$ cat src/rtl/relu_pool_stage_if.sv
//------------------------------------------------------------------------------
// relu_pool_stage_if
//
// Streaming bus between the convolution output FIFO and the ReLU/pool stage.
// It carries one psum per valid_in cycle into the stage, and one pooled value
// per valid_out pulse out of it. There is no backpressure.
//
// Signals:
//   data_in     psum value, two's complement, raster order
//   valid_in    data_in valid this cycle
//   data_out    pooled unsigned value, held between pulses
//   valid_out   one-cycle pulse per completed 2x2 window
//   frame_done  one-cycle pulse alongside the last valid_out of a frame
//
// Modports:
//   master  producer side: drives the psum stream, observes the pooled stream
//   slave   the pooling stage itself
//------------------------------------------------------------------------------
interface relu_pool_stage_if #(
    parameter int DATA_WIDTH = 16,
    parameter int OUT_WIDTH  = 8
);
    logic [DATA_WIDTH-1:0] data_in;
    logic                  valid_in;
    logic [OUT_WIDTH-1:0]  data_out;
    logic                  valid_out;
    logic                  frame_done;

    modport master (
        output data_in,
        output valid_in,
        input  data_out,
        input  valid_out,
        input  frame_done
    );

    modport slave (
        input  data_in,
        input  valid_in,
        output data_out,
        output valid_out,
        output frame_done
    );
endinterface

$ cat src/rtl/relu_pool_stage.sv
//------------------------------------------------------------------------------
// relu_pool_stage
//
// Post-processing stage for the raster-ordered psum stream. Each accepted
// sample goes through three steps:
//   1. ReLU: negative values become zero.
//   2. Requantization: a logical right shift by SHIFT, then unsigned
//      saturation to OUT_WIDTH bits.
//   3. 2x2 stride-2 max pooling. A horizontal pair register holds the
//      even-column value. A half-width line buffer holds the pair maxima of
//      each even row until the odd row below completes the window.
// One pooled value is emitted per window. frame_done marks the last window of
// each feature map.
//
// Ports:
//   clk      single clock, rising edge
//   rst      synchronous active-high reset
//   clr      synchronous frame restart, same effect as rst
//   pix_bus  relu_pool_stage_if slave: data_in/valid_in in,
//            data_out/valid_out/frame_done out (all outputs registered)
//------------------------------------------------------------------------------
module relu_pool_stage #(
    parameter int DATA_WIDTH = 16,
    parameter int OUT_WIDTH  = 8,
    parameter int SHIFT      = 2,
    parameter int FM_WIDTH   = 8,
    parameter int FM_HEIGHT  = 8,
    parameter int COL_BITS   = 4
) (
    input  logic         clk,
    input  logic         rst,
    input  logic         clr,
    relu_pool_stage_if.slave pix_bus
);

    localparam int LB_DEPTH = FM_WIDTH / 2;
    localparam int LB_AW    = (LB_DEPTH > 1) ? $clog2(LB_DEPTH) : 1;

    localparam logic [COL_BITS-1:0]   LAST_COL  = COL_BITS'(FM_WIDTH - 1);
    localparam logic [COL_BITS-1:0]   LAST_ROW  = COL_BITS'(FM_HEIGHT - 1);
    localparam logic [DATA_WIDTH-1:0] SAT_LIMIT = DATA_WIDTH'({OUT_WIDTH{1'b1}});

    // Raster position of the next sample to be accepted.
    logic [COL_BITS-1:0]  col_q, col_d;
    logic [COL_BITS-1:0]  row_q, row_d;

    // Requantized even-column value that waits for its odd-column partner.
    logic [OUT_WIDTH-1:0] h_q, h_d;

    // Registered outputs.
    logic [OUT_WIDTH-1:0] data_out_q, data_out_d;
    logic                 valid_out_q, valid_out_d;
    logic                 frame_done_q, frame_done_d;

    // Line buffer holding one pair maximum per column pair of an even row.
    logic [OUT_WIDTH-1:0] lb_q [LB_DEPTH];
    logic [LB_AW-1:0]     lb_idx;
    logic                 lb_we;
    logic [OUT_WIDTH-1:0] lb_rd;

    logic                 restart;
    logic                 accept;
    logic [DATA_WIDTH-1:0] relu_val;
    logic [DATA_WIDTH-1:0] shifted;
    logic [OUT_WIDTH-1:0] q_val;
    logic [OUT_WIDTH-1:0] hmax;
    logic [OUT_WIDTH-1:0] pool_max;

    // A sample presented together with rst/clr is dropped. Restart wins.
    assign restart = rst | clr;
    assign accept  = pix_bus.valid_in & ~restart;

    //--------------------------------------------------------------------------
    // Element transform: ReLU, logical shift, then unsigned saturation.
    // Once ReLU has cleared negatives, the shift operates on a non-negative
    // value, so a plain logical shift is exact.
    //--------------------------------------------------------------------------
    always_comb begin
        relu_val = pix_bus.data_in[DATA_WIDTH-1] ? '0 : pix_bus.data_in;
        shifted  = relu_val >> SHIFT;
        q_val    = (shifted > SAT_LIMIT) ? '1 : shifted[OUT_WIDTH-1:0];
    end

    //--------------------------------------------------------------------------
    // Pooling datapath. Odd columns close a horizontal pair. The line buffer
    // entry for that column pair is shared by the even row, which writes it,
    // and the odd row below, which reads it.
    //--------------------------------------------------------------------------
    assign lb_idx   = LB_AW'(col_q >> 1);
    assign lb_rd    = lb_q[lb_idx];
    assign hmax     = (h_q > q_val) ? h_q : q_val;
    assign pool_max = (lb_rd > hmax) ? lb_rd : hmax;

    //--------------------------------------------------------------------------
    // Next-state logic.
    //--------------------------------------------------------------------------
    always_comb begin
        // NOTE: every signal gets a default before any branch, so no path can
        // leave one unassigned and infer a latch.
        col_d        = col_q;
        row_d        = row_q;
        h_d          = h_q;
        data_out_d   = data_out_q;
        valid_out_d  = 1'b0;
        frame_done_d = 1'b0;
        lb_we        = 1'b0;

        if (accept) begin
            if (!col_q[0]) begin
                h_d = q_val;
            end else if (!row_q[0]) begin
                lb_we = 1'b1;
            end else begin
                data_out_d   = pool_max;
                valid_out_d  = 1'b1;
                frame_done_d = (row_q == LAST_ROW) && (col_q == LAST_COL);
            end

            // Raster counters. The frame wraps straight into the next one.
            if (col_q == LAST_COL) begin
                col_d = '0;
                row_d = (row_q == LAST_ROW) ? '0 : row_q + 1'b1;
            end else begin
                col_d = col_q + 1'b1;
            end
        end
    end

    //--------------------------------------------------------------------------
    // State and output registers.
    //--------------------------------------------------------------------------
    always_ff @(posedge clk) begin
        // NOTE: non-blocking assignments here, so every register samples the
        // pre-edge values no matter how the statements are ordered.
        if (restart) begin
            col_q        <= '0;
            row_q        <= '0;
            h_q          <= '0;
            data_out_q   <= '0;
            valid_out_q  <= 1'b0;
            frame_done_q <= 1'b0;
        end else begin
            col_q        <= col_d;
            row_q        <= row_d;
            h_q          <= h_d;
            data_out_q   <= data_out_d;
            valid_out_q  <= valid_out_d;
            frame_done_q <= frame_done_d;
        end
    end

    // NOTE: the line buffer has no reset. Every entry is written on an even
    // row before the odd row reads it, so its power-up contents never reach
    // the output. Leaving the reset off keeps it mappable to plain RAM.
    always_ff @(posedge clk) begin
        if (lb_we) begin
            lb_q[lb_idx] <= hmax;
        end
    end

    assign pix_bus.data_out   = data_out_q;
    assign pix_bus.valid_out  = valid_out_q;
    assign pix_bus.frame_done = frame_done_q;

endmodule

$ cat src/flat_wrapper.sv
// flat-port wrapper written by rule: the top's interface ports become plain ports
module relu_pool_stage_flat 
#(
    parameter int DATA_WIDTH = 16,
    parameter int OUT_WIDTH  = 8,
    parameter int SHIFT      = 2,
    parameter int FM_WIDTH   = 8,
    parameter int FM_HEIGHT  = 8,
    parameter int COL_BITS   = 4
)
  (clk, rst, clr, pix_bus_data_in, pix_bus_valid_in, pix_bus_data_out, pix_bus_valid_out, pix_bus_frame_done);
  relu_pool_stage_if #(.DATA_WIDTH(DATA_WIDTH), .OUT_WIDTH(OUT_WIDTH)) pix_bus_i ();
  input  logic clk;
  input  logic rst;
  input  logic clr;
  input wire logic [$bits(pix_bus_i.data_in)-1:0] pix_bus_data_in;
  input wire logic [$bits(pix_bus_i.valid_in)-1:0] pix_bus_valid_in;
  output wire logic [$bits(pix_bus_i.data_out)-1:0] pix_bus_data_out;
  output wire logic [$bits(pix_bus_i.valid_out)-1:0] pix_bus_valid_out;
  output wire logic [$bits(pix_bus_i.frame_done)-1:0] pix_bus_frame_done;
  assign pix_bus_i.data_in = pix_bus_data_in;
  assign pix_bus_i.valid_in = pix_bus_valid_in;
  assign pix_bus_data_out = pix_bus_i.data_out;
  assign pix_bus_valid_out = pix_bus_i.valid_out;
  assign pix_bus_frame_done = pix_bus_i.frame_done;
  relu_pool_stage #(.DATA_WIDTH(DATA_WIDTH), .OUT_WIDTH(OUT_WIDTH), .SHIFT(SHIFT), .FM_WIDTH(FM_WIDTH), .FM_HEIGHT(FM_HEIGHT), .COL_BITS(COL_BITS)) u_core (.clk(clk), .rst(rst), .clr(clr), .pix_bus(pix_bus_i));
endmodule
$ cat config.mk
export PLATFORM = sky130hd
export DESIGN_NAME = relu_pool_stage_flat
export DESIGN_NICKNAME = d
export VERILOG_FILES = /design/src/rtl/relu_pool_stage_if.sv /design/src/rtl/relu_pool_stage.sv /design/src/flat_wrapper.sv
export SDC_FILE = /design/constraint.sdc
export NUM_CORES = 1
export LEC_CHECK = 0
export CAP_MARGIN = 20
export CORE_UTILIZATION = 30
export CTS_BUF_LIST = sky130_fd_sc_hd__clkbuf_4
export DETAILED_ROUTE_END_ITERATION = 8
export GPL_TIMING_DRIVEN = 0
export SETUP_SLACK_MARGIN = 0.2
export SLEW_MARGIN = 20
export SYNTH_ARGS = -nofsm -noshare
export SYNTH_HDL_FRONTEND = slang
export SYNTH_SLANG_ARGS = --single-unit
$ cat constraint.sdc
create_clock -name clk -period 4.1 [get_ports clk]
set_input_delay 0.82 -clock clk [delete_from_list [all_inputs] [get_ports clk]]
set_output_delay 0.82 -clock clk [all_outputs]
set_load 0.02 [all_outputs]
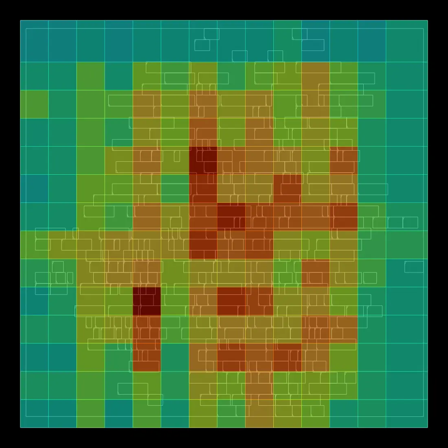
run_1/congestion.png
met1 Usage GRT: 0.185
met3 track utilization from global routing: 0.0362

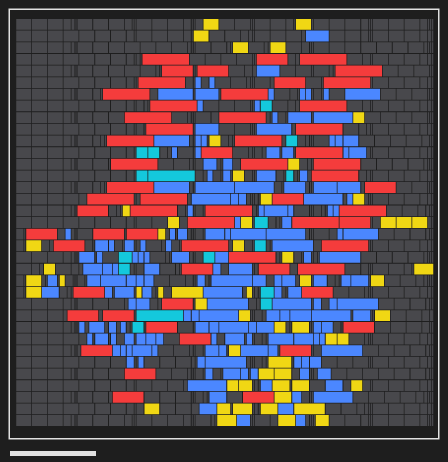
run_1/placement_by_type.png
Scale bar: 20 um. Fill, decap, tap and diode cells in grey.
| colour | class | cells | share of their area |
|---|---|---|---|
| yellow | other buffers and delay cells | 57 | 13% |
| cyan | clock drivers and dummy loads | 16 | 4.2% |
| blue | combinational and other logic | 179 | 44% |
| red | flops | 60 | 39% |

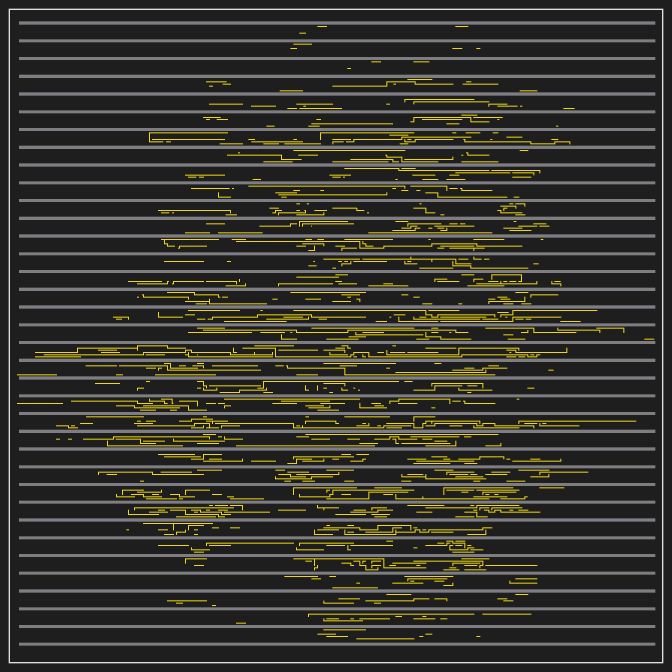
run_1/layer_met1.png
Supply wires on this layer in grey.
share of all routed wire: 45%
longest straight run: 29.4 um

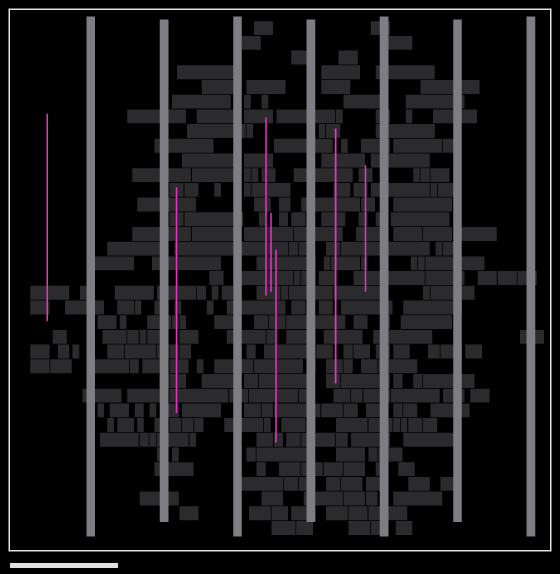
run_1/layer_met4.png
Scale bar: 20 um. Supply wires on this layer in grey.
nets with wire on the layer: 6
main direction: vertical
share of all routed wire: 3.3%
wire length on this layer: 232 um
longest straight run: 46.9 um

==> summary.rpt, run 1 <==
IMPLEMENTATION SUMMARY REPORT
----------------------------------------------------
[Power]
  Share of total power in the clock network ........................ 0.379
  Share of total power in combinational logic ........................ 0.128
  Switching Power ........................ 0.334 mW
  Power density over the cells ........................ 319 mW/mm2
  Max rail drop VDD ........................ 0.151 mV
  Leakage power of the design ........................ 1.47 nW
  Cell-internal power ........................ 0.976 mW
  Fraction of power spent switching nets ........................ 0.255

[Clock network]
  Htree depth ........................ 3
  Register clock-pin slew on the reported worst setup and hold paths ........................ 0.11 ns
  Number of clock sinks ........................ 60
  Post-CTS Repair Setup Buffers ........................ 14

[Status]
  Run status ........................ finished clean

[Synth]
  Cell types with the highest counts after synthesis ........................ sky130_fd_sc_hd__edfxtp_1, sky130_fd_sc_hd__dfxtp_1, sky130_fd_sc_hd__nand2_1
  Register area share after synthesis ........................ 0.529
  Yosys synthesis chip area ........................ 0.00288 mm2
  Most common flop cell mapped by yosys ........................ sky130_fd_sc_hd__edfxtp_1
  Cell type with the largest total area after synthesis ........................ sky130_fd_sc_hd__edfxtp_1
  Synthesized netlist net count ........................ 286
  Top cell type's share of synthesized area ........................ 0.334
  Summed instance area of the synthesized netlist ........................ 0.00288 mm2
  Post-synthesis average cell area ........................ 11.6 um2
  Number of flops mapped to enable cells by yosys ........................ 32

[Final layout]
  Share of the core filled with cells ........................ 0.443
  Signal buffers ........................ 57
  Ant. Diodes ........................ 0
  Count of nets after finishing ........................ 345
  Fraction of area in multi-input gates ........................ 0.408
  Layout Area Growth over Synthesis ........................ 42.9%
  Number of sequential storage elements ........................ 60

[GRT]
  Global route hottest layer ........................ met2
  Wire length of the first global-routing pass ........................ 11400 um
  Antenna violations before repair ........................ 0
  Total track usage ........................ 0.151
  Met2 Resource Use GR ........................ 0.252
  Total global routing overflow ........................ 0

[Final timing]
  Post-layout minimum cycle time ........................ 3.84 ns
  Final Hold Violation Tally ........................ 0
  Final Setup Violations ........................ 0
  Largest clock skew in the final design ........................ 0.0174 ns
  Worst-margin pin slew ........................ 0.879 ns

[Detailed routing]
  Via count ........................ 2131
  Number of design-rule violations left by the first detailed-router iteration ........................ 129
  Number of vias per cell after detailed routing ........................ 4.83
  Count of nets left with antenna violations after detail routing ........................ 0
  Drt drc ........................ 0

[Floorplan]
  Site Rows ........................ 35
  Total I/O pin count ........................ 30
  Height of the die ........................ 99.9 um

[Placement]
  Placement Setup Slack ........................ -0.943 ns
  HPWL reported at the end of detailed placement ........................ 4290 um

[Critical path]
  Number of buffer and inverter instances along the worst setup path ........................ 5
  Type of the setup path with the least slack ........................ in2reg

----------------------------------------------------
run 1: metal layers:
layer / share of wire / routed length (um)
met3: 0.032 / 222
met4: 0.033 / 231
met5: 0 / 0
met2: 0.49 / 3390
met1: 0.45 / 3090
run 1: cell families after synthesis:
logic type	after synthesis	synth area share
xor gates and xnor gates	4	0.0122
AOI/OAI and AO/OA	45	0.130
adders and majority gates	18	0.0783
and+or+nand+nor	84	0.145
buffers and inverters	26	0.0365
muxes	11	0.0692
DFF	60	0.529
run 1: sequential cells by signal (all words and copies together) (netlist names), named ones only:
register / cells
u_core.col_q: 4
u_core.h_q: 8
u_core.lb_q: 32
u_core.pix_bus.data_out: 8
u_core.pix_bus.frame_done: 1
u_core.pix_bus.valid_out: 1
u_core.row_q: 4
run 1: worst paths after layout:
| kind | from | endpoint | slack [ns] | cells after the start |
|---|---|---|---|---|
| min | u_core.row_q[3] | u_core.row_q[3] | 0.48 | 2 |
| min reg2reg | u_core.row_q[3] | u_core.row_q[3] | 0.48 | 2 |
| max | pix_bus_data_in[14] | u_core.pix_bus.data_out[7] | 0.26 | 20 |
| max reg2reg | u_core.h_q[1] | u_core.pix_bus.data_out[7] | 0.89 | 14 |
run 1: cell usage in the layout, fill, tap and decap left out, types with 3 or more instances in the layout:
master                            instances
sky130_fd_sc_hd__a2bb2oi_4                7
sky130_fd_sc_hd__nand2_1                 20
sky130_fd_sc_hd__clkdlybuf4s50_1         13
sky130_fd_sc_hd__ha_4                    12
sky130_fd_sc_hd__buf_4                   20
sky130_fd_sc_hd__buf_6                    7
sky130_fd_sc_hd__clkbuf_1                 4
sky130_fd_sc_hd__dlymetal6s2s_1           3
sky130_fd_sc_hd__or2_4                    7
sky130_fd_sc_hd__mux2i_1                  3
sky130_fd_sc_hd__inv_1                   16
sky130_fd_sc_hd__dfxtp_1                 28
sky130_fd_sc_hd__mux4_2                   7
sky130_fd_sc_hd__edfxtp_1                32
sky130_fd_sc_hd__nor2_4                   8
sky130_fd_sc_hd__nand2_2                  3
sky130_fd_sc_hd__nand4_1                  7
sky130_fd_sc_hd__a21oi_1                  7
sky130_fd_sc_hd__o21ai_0                  9
sky130_fd_sc_hd__o221ai_2                 7
sky130_fd_sc_hd__nor2_2                   3
sky130_fd_sc_hd__nor2_1                  10
sky130_fd_sc_hd__a21oi_2                  3
sky130_fd_sc_hd__xor2_1                   3
sky130_fd_sc_hd__dlygate4sd2_1            4
sky130_fd_sc_hd__ha_1                     5
sky130_fd_sc_hd__nand3_1                 11
sky130_fd_sc_hd__clkbuf_4                 9
run 1: per-stage QoR:
stage	cells	power (mW)	cell area (um2)	hold WS (ns)
3_5_place_dp	404	0.761	3320	0.465
3_3_place_gp	403	0.758	3300	0.453
2_1_floorplan	248	0.723	2880	0.441
6_report	441	1.31	4110	0.483
5_1_grt	441	1.36	4110	0.515
4_1_cts	434	1.29	3960	0.485
run 1: power by group through the flow:
stage	Clock, mW	Combinational (mW)	Sequential [mW]
final	0.496	0.168	0.646
after global routing	0.532	0.181	0.646
after CTS	0.500	0.149	0.646
after detailed placement	0	0.104	0.657
after global placement	0	0.101	0.657
after floorplan	0	0.0666	0.656
==> run 2: changes to the inputs <==
Settings changed: CORE_MARGIN from default to 4, CTS_CLUSTER_SIZE from default to 30.
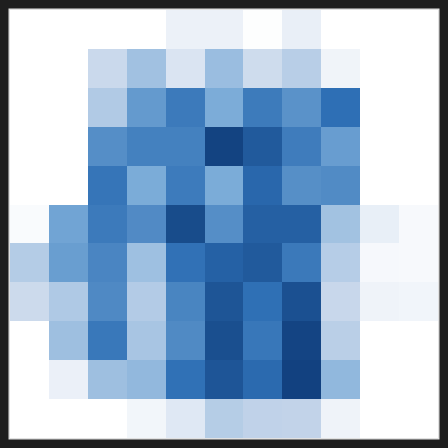
run_2/cell_density.png
11 x 11 tiles, from white (low) to dark blue (high), 0 to 100% covered.
mean over tiles: 35%
fullest tile: 93%
densest ninth of the die: centre
emptiest ninth of the die: upper left
nearly empty tiles: 29%
tiles over 75% full: 12%

==> run 2 against run 1 <==
Sequential power is essentially flat. Sequential share of layout area grew 0.48 points. Global-route usage down 2.4 points. Cell area shrank 1.3%. Register-to-register slack better by 0.07 ns. Fmax about the same. Routed wire length fell by 2.1%. Clock power shrank about 30%. Sequential cell count unchanged.
==> summary.rpt, run 2 <==
IMPLEMENTATION SUMMARY REPORT
----------------------------------------------------
[Synth]
  Summed instance area of the synthesized netlist ........................ 0.00288 mm2 (unchanged)
  Count leader, synth ........................ sky130_fd_sc_hd__edfxtp_1
  Top cell type's share of synthesized area ........................ 0.334 (unchanged)
  Synthesized netlist net count ........................ 286 (unchanged)
  Cell type with the largest total area after synthesis ........................ sky130_fd_sc_hd__edfxtp_1
  Most common flop cell mapped by yosys ........................ sky130_fd_sc_hd__edfxtp_1
  Fraction of synthesis flops using an asynchronous set or reset pin ........................ 0
  Number of flops mapped to enable cells by yosys ........................ 32 (unchanged)
  Post-synthesis average cell area ........................ 11.6 um2 (unchanged)
  Yosys synthesis chip area ........................ 0.00288 mm2 (unchanged)
  Register area share after synthesis ........................ 0.529 (unchanged)

[Final layout]
  Ant. Diodes ........................ 0 (unchanged)
  Layout Area Growth over Synthesis ........................ 41.1%
  Max reg flops ........................ 32 (unchanged)
  Share of the core filled with cells ........................ 0.437 (-0.00566)
  Cell area after layout ........................ 0.00406 mm2 (-1.3%)
  Non-filler instance count after layout ........................ 444 (+0.68%)
  Leading cell type in the layout, fill and taps excluded ........................ sky130_fd_sc_hd__edfxtp_1
  Reg with most FFs ........................ u_core.lb_q
  Most instantiated logic cells after routing ........................ sky130_fd_sc_hd__edfxtp_1, sky130_fd_sc_hd__dfxtp_1, sky130_fd_sc_hd__buf_4
  Count of nets after finishing ........................ 348 (+0.87%)

[Clock network]
  Register clock-pin slew on the reported worst setup and hold paths ........................ 0.11 ns (about the same)
  Number of clock sinks ........................ 60 (unchanged)
  Htree depth ........................ 3 (unchanged)

[Detailed routing]
  Via count ........................ 2109 (-1.0%)
  Number of vias per cell after detailed routing ........................ 4.75 (-1.7%)
  Number of design-rule violations left by the first detailed-router iteration ........................ 73 (-43%)
  Drt drc ........................ 0 (unchanged)
  Count of nets left with antenna violations after detail routing ........................ 0 (unchanged)

[Placement]
  Total of buffers placed on input and output ports ........................ 26
  Cell area after placement ........................ 0.00332 mm2 (unchanged)
  HPWL reported at the end of detailed placement ........................ 4240 um (-1.2%)
  Placed instance count ........................ 404 (unchanged)
  Placement Setup Slack ........................ -0.875 ns (+0.0682 ns)

[Critical path]
  Crit Reg-Reg Startpoint ........................ u_core.h_q[1]
  Number of buffer and inverter instances along the worst setup path ........................ 5 (unchanged)
  Destination of the worst register-to-register timing path ........................ u_core.pix_bus.data_out[6]
  Register-to-register setup slack ........................ 0.96 ns (+0.07 ns)
  Number of cells on the worst reg-to-reg path ........................ 15 (+1)

[Floorplan]
  Site Rows ........................ 35 (unchanged)
  Height of the die ........................ 106 um (+6.0%)
  Die ar. ........................ 0.0112 mm2
  Core outline area ........................ 0.00928 mm2
  Total I/O pin count ........................ 30 (unchanged)

[Status]
  Run status ........................ finished clean

[GRT]
  Total track usage ........................ 0.127 (-0.0239)
  Antenna violations before repair ........................ 0 (unchanged)
  Total global routing overflow ........................ 0 (unchanged)
  Wire length of the first global-routing pass ........................ 11000 um (-3.0%)

[Hold path]
  Min-Delay Path Depth ........................ 2 (unchanged)
  Class of the tightest hold or removal check ........................ reg2reg
  Worst hold path startpoint ........................ u_core.row_q[3]
  Hold path endpoint ........................ u_core.row_q[3]

[Power]
  Power density over the cells ........................ 286 mW/mm2 (-10%)
  Leakage power of the design ........................ 1.45 nW (-1.4%)
  Max rail drop VDD ........................ 0.164 mV (+8.8%)

[Final timing]
  Final hold slack ........................ 0.473 ns (-0.00937 ns)
  Worst-margin pin slew ........................ 0.869 ns (-0.00983 ns)
  Final Setup Violations ........................ 0 (unchanged)
  Final Hold Violation Tally ........................ 0 (unchanged)
  Post-layout minimum cycle time ........................ 3.84 ns (-0.00258 ns)
  Largest clock skew in the final design ........................ 0.0204 ns (+0.00301 ns)

----------------------------------------------------
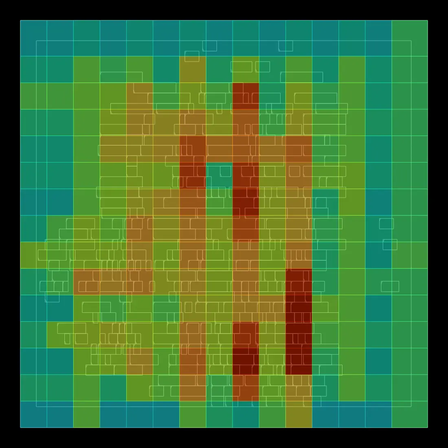
run_2/congestion.png
met1 Usage GRT: 0.157
met3 track utilization from global routing: 0.0237

==> run 2: worst max-delay path by stage <==
| stage | from | to | cells past startpoint | slack (ns) |
|---|---|---|---|---|
| floorplan | pix_bus_data_in[14] | u_core.pix_bus.data_out[0] | 19 | 0.24 |
| global placement | pix_bus_data_in[14] | u_core.pix_bus.data_out[3] | 20 | -0.86 |
| detailed placement | pix_bus_data_in[13] | u_core.pix_bus.data_out[3] | 20 | -0.87 |
| finish | pix_bus_data_in[14] | u_core.pix_bus.data_out[6] | 21 | 0.26 |
| CTS | pix_bus_data_in[12] | u_core.pix_bus.data_out[2] | 21 | 0.20 |
| global route | pix_bus_data_in[14] | u_core.pix_bus.data_out[6] | 21 | 0.12 |
==> run 2: layer usage <==
layer	up-vias	GRT usage	share of wire	wire length, um
met5	-	0	0	0
met4	0	0.0583	0.010	70
met3	5	0.0237	0.034	234
met2	29	0.216	0.51	3490
met1	1029	0.157	0.44	3000
li1	1046	-	-	-
==> run 2: final cells by class <==
class                   count  area, um2  area share
plain buffers               9       57.6      0.0142
clock inverters             7       43.8      0.0108
inverters                  17       63.8      0.0157
flip-flops and latches     60       1520       0.375
clock buffers               9       67.6      0.0167
repair buffers             51        472       0.116
multi-input cells         162       1670       0.412
well taps                 129        161      0.0398
==> run 2: per-stage QoR <==
stage / power [mW] / setup TNS (ns)
5_1_grt: 1.22 / 0
6_report: 1.16 / 0
3_5_place_dp: 0.760 / -6.90
2_1_floorplan: 0.723 / 0
3_3_place_gp: 0.758 / -6.83
4_1_cts: 1.15 / 0
==> run 2: what timing repair did <==
| item | 4_1_cts | 5_1_grt |
|---|---|---|
| hold endpoints to repair | 0 | 0 |
| cloned | 1 | 0 |
| buffers inserted | 15 | 8 |
| pin swaps | 33 | 22 |
| endpoints found under the setup margin | 8 | 8 |
| hold buffers | 0 | 0 |
| resized | 81 | 22 |
==> run 2: cell families after synthesis <==
family	Yosys count	synth area share
muxes	11	0.0692
AOI/OAI and AO/OA	45	0.130
xor gates and xnor gates	4	0.0122
DFF	60	0.529
adders and majority gates	18	0.0783
and+or+nand+nor	84	0.145
buffers and inverters	26	0.0365
==> run 2: report_power, final <==
| group | switching (mW) | internal [mW] |
|---|---|---|
| Sequential | 0.00651 | 0.639 |
| Combinational | 0.0810 | 0.0883 |
| Clock | 0.226 | 0.121 |
==> run 2: worst min-delay path, cell delays in order (launching register included) <==
cell and delay [ns]:
sky130_fd_sc_hd__dfxtp_1 0.34, sky130_fd_sc_hd__nand2_1 0.05, sky130_fd_sc_hd__a21oi_1 0.05
==> run 3: changes to the inputs <==
--- a/config.mk
+++ b/config.mk
@@ -9,3 +9,3 @@
 export CORE_MARGIN = 4
-export CORE_UTILIZATION = 30
+export CORE_UTILIZATION = 25
 export CTS_BUF_LIST = sky130_fd_sc_hd__clkbuf_4
==> constraint.sdc (replaced) <==
create_clock -name clk -period 4.8 [get_ports clk]
set_input_delay 0.72 -clock clk [delete_from_list [all_inputs] [get_ports clk]]
set_output_delay 0.72 -clock clk [all_outputs]
set_load 0.02 [all_outputs]
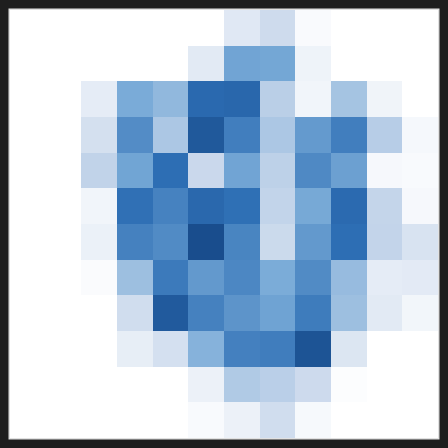
run_3/cell_density.png
12 x 12 tiles, from white (low) to dark blue (high), 0 to 100% covered.
fullest tile: 88%
emptiest ninth of the die: lower left
densest ninth of the die: centre
mean over tiles: 25%
nearly empty tiles: 38%
tiles over 75% full: 6.9%

==> run 3 against run 2 <==
Core utilization fell by 12 points. Via count is 5.6% lower. Highest routed layer unchanged. Critical path type unchanged. Clock power grew 16%. Synthesized cell count unchanged.
==> summary.rpt, run 3 <==
IMPLEMENTATION SUMMARY REPORT
----------------------------------------------------
[Status]
  Run status ........................ finished clean

[Final layout]
  Max reg flops ........................ 32 (unchanged)
  Layout Area Growth over Synthesis ........................ 21.1%
  Reg with most FFs ........................ u_core.lb_q
  Ant. Diodes ........................ 0 (unchanged)
  Count of nets after finishing ........................ 323 (-7.2%)
  Share of the core filled with cells ........................ 0.316 (-0.121)
  Most instantiated logic cells after routing ........................ sky130_fd_sc_hd__edfxtp_1, sky130_fd_sc_hd__dfxtp_1, sky130_fd_sc_hd__clkdlybuf4s50_1
  Leading cell type in the layout, fill and taps excluded ........................ sky130_fd_sc_hd__edfxtp_1
  Cell area after layout ........................ 0.00348 mm2 (-14%)

[Detailed routing]
  Number of vias per cell after detailed routing ........................ 4.63 (-2.5%)
  Count of nets left with antenna violations after detail routing ........................ 0 (unchanged)
  Average routed wire per standard cell ........................ 14.5 um
  Via count ........................ 1991 (-5.6%)
  Drt drc ........................ 0 (unchanged)
  Number of design-rule violations left by the first detailed-router iteration ........................ 110 (+51%)

[Floorplan]
  Height of the die ........................ 115 um (+8.8%)
  Total I/O pin count ........................ 30 (unchanged)
  Die ar. ........................ 0.0133 mm2 (+18%)
  Core outline area ........................ 0.0110 mm2 (+19%)
  Site Rows ........................ 38 (+8.6%)

[Synth]
  Top cell type's share of synthesized area ........................ 0.334 (unchanged)
  Fraction of synthesis flops using an asynchronous set or reset pin ........................ 0 (unchanged)
  Summed instance area of the synthesized netlist ........................ 0.00288 mm2 (unchanged)
  Register area share after synthesis ........................ 0.529 (unchanged)
  Number of flops mapped to enable cells by yosys ........................ 32 (unchanged)
  Cell type with the largest total area after synthesis ........................ sky130_fd_sc_hd__edfxtp_1
  Synthesized netlist net count ........................ 286 (unchanged)
  Most common flop cell mapped by yosys ........................ sky130_fd_sc_hd__edfxtp_1
  Post-synthesis average cell area ........................ 11.6 um2 (unchanged)
  Yosys synthesis chip area ........................ 0.00288 mm2 (unchanged)

[GRT]
  Total global routing overflow ........................ 0 (unchanged)
  Wire length of the first global-routing pass ........................ 9970 um (-9.7%)
  Antenna violations before repair ........................ 0 (unchanged)
  Total track usage ........................ 0.0986 (-0.0286)

[Critical path]
  Crit Reg-Reg Startpoint ........................ u_core.h_q[7]
  Number of buffer and inverter instances along the worst setup path ........................ 3 (-2)
  Type of element capturing the critical path ........................ flop
  Register-to-register setup slack ........................ 1.57 ns (+0.61 ns)
  Destination of the worst register-to-register timing path ........................ u_core.pix_bus.data_out[7]
  Number of cells on the worst reg-to-reg path ........................ 15 (unchanged)

[Power]
  Switching Power ........................ 0.246 mW (-22%)
  Share of total power in combinational logic ........................ 0.085 (-0.061)
  Leakage power of the design ........................ 1.23 nW (-15%)
  Share of total power in the clock network ........................ 0.387 (+0.088)
  Relative contribution of sequential cells to total power ........................ 0.529 (-0.026)
  Power density over the cells ........................ 299 mW/mm2 (+4.2%)
  Max rail drop VDD ........................ 0.124 mV (-24%)
  Cell-internal power ........................ 0.794 mW (-6.4%)
  Fraction of power spent switching nets ........................ 0.236 (-0.0337)

[Clock network]
  Register clock-pin slew on the reported worst setup and hold paths ........................ 0.11 ns (about the same)
  Post-CTS Hold Fix Bufs ........................ 0 (unchanged)
  Number of cells upsized or downsized after cts ........................ 0 (-100%)
  Htree depth ........................ 3 (unchanged)
  Post-CTS Repair Setup Buffers ........................ 0 (-15)
  Number of clock sinks ........................ 60 (unchanged)

[Final timing]
  Worst-margin pin slew ........................ 0.801 ns (-0.0676 ns)
  Largest clock skew in the final design ........................ 0.0161 ns (-0.00429 ns)
  Post-layout minimum cycle time ........................ 4.23 ns
  Final Setup Violations ........................ 0 (unchanged)
  Highest achievable clock rate ........................ 236 MHz
  Final sum of negative setup slack ........................ 0 ns (unchanged)
  Final Hold Violation Tally ........................ 0 (unchanged)

[Placement]
  Total of buffers placed on input and output ports ........................ 26 (unchanged)
  HPWL reported at the end of detailed placement ........................ 4580 um (+7.9%)
  Cell area after placement ........................ 0.00332 mm2 (+0.19%)
  Routability Congestion ........................ 0.797

[Hold path]
  Hold path endpoint ........................ u_core.row_q[3]
  Min-Delay Path Depth ........................ 2 (unchanged)
  Worst hold path startpoint ........................ u_core.row_q[3]
  Class of the tightest hold or removal check ........................ reg2reg

----------------------------------------------------
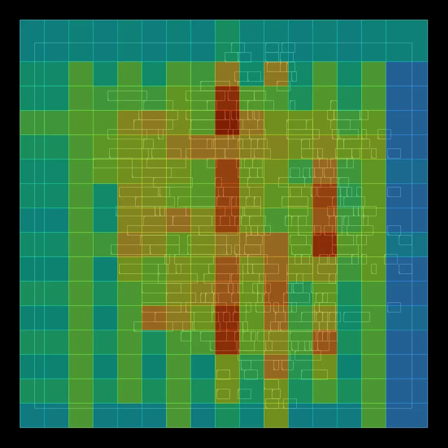
run_3/congestion.png
global route hottest layer: met2
met1 Usage GRT: 0.111

==> run 3: cell counts after synthesis <==
Identical to the previous run, type by type.
==> run 3: how the worst max path moves through the flow <==
stage                                       to                start
finish              u_core.pix_bus.data_out[7]  pix_bus_data_in[14]
global route        u_core.pix_bus.data_out[5]  pix_bus_data_in[14]
CTS                 u_core.pix_bus.data_out[0]  pix_bus_data_in[14]
detailed placement  u_core.pix_bus.data_out[7]  pix_bus_data_in[14]
global placement    u_core.pix_bus.data_out[3]  pix_bus_data_in[14]
floorplan           u_core.pix_bus.data_out[0]  pix_bus_data_in[14]
==> run 3: layer usage <==
metal / vias up / part of all wire / GRT usage
li1: 983 / - / -
met1: 965 / 0.43 / 0.111
met2: 31 / 0.50 / 0.169
met3: 12 / 0.041 / 0.0332
met4: 0 / 0.023 / 0.0446
met5: - / 0 / 0
==> run 3: cells by family after synthesis <==
kind of cell	count (synthesis)	share of synthesized area
AND/OR/NAND/NOR	84	0.145
flip-flops	60	0.529
AND-OR/OR-AND	45	0.130
buffers and inverters	26	0.0365
adder cells (fa/ha/maj)	18	0.0783
multiplexers	11	0.0692
XOR/XNOR	4	0.0122
==> run 3: area by class of cell <==
class,count,area (um2)
plain buffers,9,41.3
clock inverters,7,91.3
inverters,17,63.8
flip-flops and latches,60,1520
multi-input cells,162,1260
well taps,140,175
fillers,1126,7550
repair buffers,26,260
clock buffers,9,67.6
==> run 3: metrics by stage <==
stage / hold slack [ns] / instances / power (mW) / setup slack [ns]
after floorplan: 0.441 / 248 / 0.617 / 1.04
after global placement: 0.452 / 414 / 0.647 / 0.0453
after detailed placement: 0.464 / 414 / 0.649 / 0.00879
after CTS: 0.493 / 430 / 1.05 / 0.465
after global routing: 0.505 / 430 / 1.09 / 0.213
final: 0.483 / 430 / 1.04 / 0.571
==> run 3: worst min-delay path, cell delays in order (launching register included) <==
cell and delay, ns:
sky130_fd_sc_hd__dfxtp_1 0.33, sky130_fd_sc_hd__nand2_1 0.06, sky130_fd_sc_hd__a21oi_1 0.05
==> run 3: power by group through the flow <==
stage,clock [mW],combinational (mW),sequential [mW]
after detailed placement,0,0.0879,0.562
final,0.402,0.0879,0.550
after global routing,0.438,0.0991,0.550
after floorplan,0,0.0569,0.560
after CTS,0.413,0.0887,0.550
after global placement,0,0.0860,0.561
Power figures rest on the tool's default switching activity, not on a simulated workload.
